`src/rtl/data_serializer.sv`:
```
// Frame serializer: start(0), 23 data bits LSB first, even parity, stop(1); BAUD_DIV cycles per bit.
// tx_line goes low the cycle after acceptance; words are accepted only in IDLE.
module data_serializer #(
  parameter int BAUD_DIV = 4
) (
  input  logic        clk,
  input  logic        rst,
  input  logic [22:0] tx_data,
  input  logic        tx_valid,
  output logic        tx_ready,
  output logic        tx_line,
  output logic        busy,
  output logic        done,
  output logic [22:0] sended_data
);

  typedef enum logic [2:0] {IDLE, START, DATA, PARITY, STOP} state_t;

  localparam logic [15:0] BAUD_LAST = 16'(BAUD_DIV - 1);
  localparam logic [4:0]  BIT_LAST  = 5'd22;

  state_t      state;
  state_t      state_nxt;
  logic [15:0] baud_cnt;
  logic [4:0]  bit_cnt;
  logic [22:0] shift_reg;
  logic        bit_end;
  logic        accept;

  assign bit_end = (baud_cnt == BAUD_LAST);

  always_ff @(posedge clk or posedge rst) begin
    if (rst) state <= IDLE;
    else     state <= state_nxt;
  end

  always_comb begin
    state_nxt = state;
    tx_ready  = 1'b0;
    busy      = 1'b1;
    done      = 1'b0;
    accept    = 1'b0;
    case (state)
      IDLE: begin
        busy     = 1'b0;
        tx_ready = !rst;
        accept   = tx_valid && !rst;
        if (accept) state_nxt = START;
      end
      START:  if (bit_end) state_nxt = DATA;
      DATA:   if (bit_end && bit_cnt == BIT_LAST) state_nxt = PARITY;
      PARITY: if (bit_end) state_nxt = STOP;
      STOP: begin
        done = bit_end;
        if (bit_end) state_nxt = IDLE;
      end
      default: state_nxt = IDLE;
    endcase
  end

  // tx_line is loaded with the value of the bit that starts on the next cycle
  always_ff @(posedge clk or posedge rst) begin
    if (rst) begin
      baud_cnt    <= '0;
      bit_cnt     <= '0;
      shift_reg   <= '0;
      sended_data <= '0;
      tx_line     <= 1'b1;
    end else begin
      if (state == IDLE || bit_end) baud_cnt <= '0;
      else                          baud_cnt <= baud_cnt + 16'd1;

      if (accept) begin
        shift_reg   <= tx_data;
        sended_data <= tx_data;
        bit_cnt     <= '0;
        tx_line     <= 1'b0;
      end else if (bit_end) begin
        case (state)
          START: tx_line <= shift_reg[0];
          DATA: begin
            shift_reg <= shift_reg >> 1;
            if (bit_cnt == BIT_LAST) begin
              tx_line <= ^sended_data;
              bit_cnt <= '0;
            end else begin
              tx_line <= shift_reg[1];
              bit_cnt <= bit_cnt + 5'd1;
            end
          end
          default: tx_line <= 1'b1;
        endcase
      end
    end
  end

endmodule
```
`config.mk`:
```
export PLATFORM = sky130hd
export DESIGN_NAME = data_serializer
export DESIGN_NICKNAME = d
export VERILOG_FILES = /design/src/rtl/data_serializer.sv
export SDC_FILE = /design/constraint.sdc
export NUM_CORES = 1
export LEC_CHECK = 0
export CORE_MARGIN = 3
export CORE_UTILIZATION = 57
export CTS_CLUSTER_DIAMETER = 50
export DETAILED_ROUTE_END_ITERATION = 7
export PLACE_DENSITY = 0.84
export SKIP_LAST_GASP = 1
export SLEW_MARGIN = 20
export SYNTH_ARGS = -nofsm -noshare
export SYNTH_HDL_FRONTEND = slang
export SYNTH_SLANG_ARGS = --single-unit
```
`constraint.sdc`:
```
create_clock -name clk -period 6.2 [get_ports clk]
set_clock_uncertainty 0.05 [all_clocks]
set_input_delay 1.24 -clock clk [delete_from_list [all_inputs] [get_ports clk]]
set_output_delay 1.24 -clock clk [all_outputs]
set_load 0.03 [all_outputs]
```
==> reports/highlights.md <==
## Status
- complete, no violations — run status

## Place
- 0.788 — RD Place Congestion
- 2430 ps — setup slack after placement
- 451 — number of placed cells counting well taps
- 52 — input/output buffers
- 3860 um2 — Placed Instance Area

## Timing
- 3790 ps — shortest clock period the worst path allows after layout
- 0.335 — relative max-transition margin
- 0 — final hold vios
- 0 — final-report max-slew violation count
- 430 ps — WHS
- 264 MHz — peak clock frequency supported by timing
- 997 ps — worst slew pin tran
- 0 — Setup Viol. Count Final
- 2410 ps — worst setup margin
- no — unrepaired setup endpoints after global routing
- 0.612 — fin crit share

## Power and ir drop
- 1.90 nW — leakage power of the design
- 0.189 — clock share of power
- 0.000853 W — switching pwr
- 0.00138 W — Int Pwr
- 546 nW/um2 — power per unit of standard cell area
- 0.457 — Comb power frac
- 0.00224 W — post-route total power
- 0.381 — Net Sw Frac
- 0.000400 V — maximum vdd drop
- 0.354 — sequential share of power

## Setup path
- ha_1 -> nor4b_2 -> and4_1 -> and3_1 -> clkdlybuf4s50_1 — Critical Path, Cell by Cell
- 1 — crit path buf inv count
- reg2out — critical path type
- 4910 ps — required time of the worst setup path
- 670 ps — Slowest Stage Delay on Critical Path
- sky130_fd_sc_hd__clkdlybuf4s50_1 — crit path max-delay cell type
- simple AND/OR/NAND/NOR gates — dominant delay contributor by cell family on the critical path
- 6 — Worst Path Max Fanout
- 2500 ps — data arrival at the endpoint of the critical path

## CTS
- 71 — Clock Sink Count
- 0 — number of buffers inserted by hold repair at cts
- 2 — clock tree buffer depth
- 9 — number of buffers created by CTS
- 0 — post-cts resize count
- 0 — Post-CTS Setup Inserts
- 3 — Clock H-tree levels
- yes — CTS tree
- 70 ps — Worst-path clk slew
- sky130_fd_sc_hd__clkbuf_8 — Clock Tree Root

## Cells and area
- sky130_fd_sc_hd__nand2_1 — top logic cell by instance count in the layout
- 0.356 — multi-input logic portion of the cell area
- 419 — number of nets in the layout
- 253 — Logic Gate Count
- 11 — clock buffers
- 0 — ANT cells
- 0.129 — buffer share of cell area
- 1460 um2 — Logic cell area
- 22.3% — area added between synthesis and finish
- sky130_fd_sc_hd__nand2_1, sky130_fd_sc_hd__dfrtp_1, sky130_fd_sc_hd__clkdlybuf4s50_1 — most instantiated logic cells after routing
- 2 — Non-CTS inverters
- 0.0835 — fraction of final layout cells sized beyond drive strength 1
- 0.0565 — fraction of area in clock buffers and inverters
- 53 — total of plain and repair buffers excluding clock buffers
- 71 — final sequential cell count
- 1780 um2 — register area

## Hold path
- reg2reg — type of the worst min-delay path

## Logic synthesis
- sky130_fd_sc_hd__dfrtp_1, sky130_fd_sc_hd__nand2_1, sky130_fd_sc_hd__xnor2_1 — largest cells by area after synthesis
- 0.0983 — share of the synthesized netlist area taken by xor and xnor gates
- 339 — gate count of the mapped netlist
- sky130_fd_sc_hd__dfrtp_1 — main flop type
- 0.0329 — multiplexer area fraction after synthesis
- 0.242 — fraction of the mapped netlist area in simple logic gates
- 339 — ys cells
- sky130_fd_sc_hd__dfrtp_1 — cell type with the highest aggregate area in the netlist
- 0.0516 — synthesized-area fraction occupied by ao, oa, aoi and oai cells
- 3350 um2 — Post-Syn Area
- 0 — yosys warns
- 9.88 um2 — post-synthesis area per instance
- 71 — register bit total from synthesis
- 0.531 — portion of the post-synthesis area used by sequential elements
- 0 — number of enable-type register cells in the synthesized netlist
- 40 — Distinct cells, synth
- 0.0112 — Adders+Majority by Area
- 0.523 — area share of the largest cell type after synthesis
- 1.00 — Synth async-reset ratio

## Floorplan
- 82.6 um — y dimension of the die
- 6830 um2 — area enclosed by the die boundary
- 53 — number of top-level pins
- 82.6 um — overall die width

## GRT
- 11400 um — first-pass GRT wire length
- 2516 — via count of the first global-routing pass
- 0 — total congestion overflow after global routing
- met2 — most crowded layer after global routing
- 0.0456 — GR Layer Usage met3
- 0.343 — GR met2 Demand/Resource
- 0.220 — overall fraction of global-route tracks in use
- 0 — number of antenna violations at the first check in global routing

## Flow run
- 0 — MaxCap Viol Count
- 27 — stage-log warning count

## Detailed routing
- 6830 um — final wirelength
- 0 — remaining antenna violation count
- 2518 — routed vias
- 14.6 um — per-cell routed wire length
- 147 — drt initial violations
- 4 — length of the first detailed-routing pass in iterations
- 0 — number of DRC violations after detailed routing
- 5.39 — routed via count divided by cell count

worst paths after layout:
check | from | end | depth (start not counted)
min | shift_reg[17]$_DFFE_PP0P_ | shift_reg[17]$_DFFE_PP0P_ | 2
min reg2reg | shift_reg[17]$_DFFE_PP0P_ | shift_reg[17]$_DFFE_PP0P_ | 2
max reg2reg | baud_cnt[0]$_DFF_PP0_ | bit_cnt[4]$_DFFE_PP0P_ | 7
max in group asynchronous | rst | shift_reg[10]$_DFFE_PP0P_ | 3
min in group asynchronous | rst | state[0]$_DFFE_PP0P_ | 3
max | baud_cnt[0]$_DFF_PP0_ | done | 5
power by group through the flow:
stage	registers (W)	logic (W)	clock network, W
2_1_floorplan	0.000909	0.000614	0
3_3_place_gp	0.000792	0.00100	0
3_5_place_dp	0.000799	0.00103	0
4_1_cts	0.000792	0.00103	0.000429
5_1_grt	0.000819	0.00112	0.000451
6_report	0.000793	0.00102	0.000422
synthesized netlist by cell type, types with 3 or more instances:
cell type,instances
sky130_fd_sc_hd__o21ai_0,10
sky130_fd_sc_hd__nand4_1,3
sky130_fd_sc_hd__buf_6,4
sky130_fd_sc_hd__nor2b_1,3
sky130_fd_sc_hd__o21ai_2,7
sky130_fd_sc_hd__xnor2_1,18
sky130_fd_sc_hd__mux2i_1,11
sky130_fd_sc_hd__and3_1,6
sky130_fd_sc_hd__buf_2,5
sky130_fd_sc_hd__and4_1,3
sky130_fd_sc_hd__dfrtp_1,70
sky130_fd_sc_hd__nor2_1,23
sky130_fd_sc_hd__ha_1,3
sky130_fd_sc_hd__o31ai_1,3
sky130_fd_sc_hd__xor2_1,17
sky130_fd_sc_hd__nand2_1,103
sky130_fd_sc_hd__nand3_1,22
metal layers:
metal	vias to the layer above	routed length, um
li1	1219	-
met4	0	116
met1	1227	3140
met3	11	280
met2	61	3290
met5	-	0
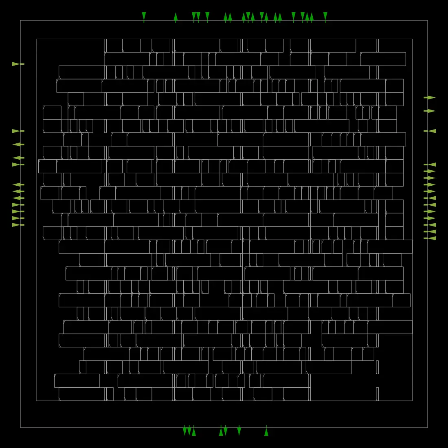
final_placement.png
# Taps: 72
final core occ: 0.730
Std-Cell Core Area: 5610 um2
post-route non-filler standard cell count: 467

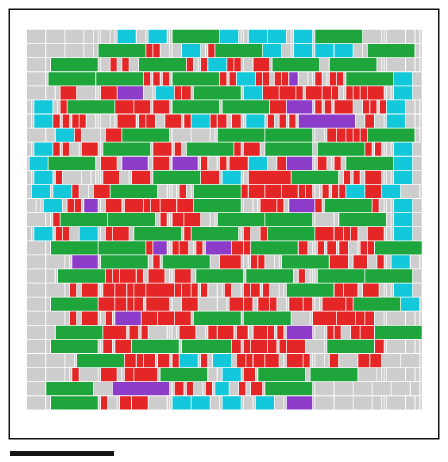
cell_classes.png
Scale bar: 20 um. Fill, decap, tap and diode cells in gray.
[all other logic] red | cells: 255 | share of their area: 37%
[clock drivers and dummy loads] purple | cells: 16 | share of their area: 5.8%
[flops] green | cells: 71 | share of their area: 44%
[other buffers and delay cells] cyan | cells: 53 | share of their area: 13%
finished layout cell area: 4090 um2
Cell Rows: 27
fraction of area in registers: 0.434

Power is estimated from default activity; no workload was simulated.
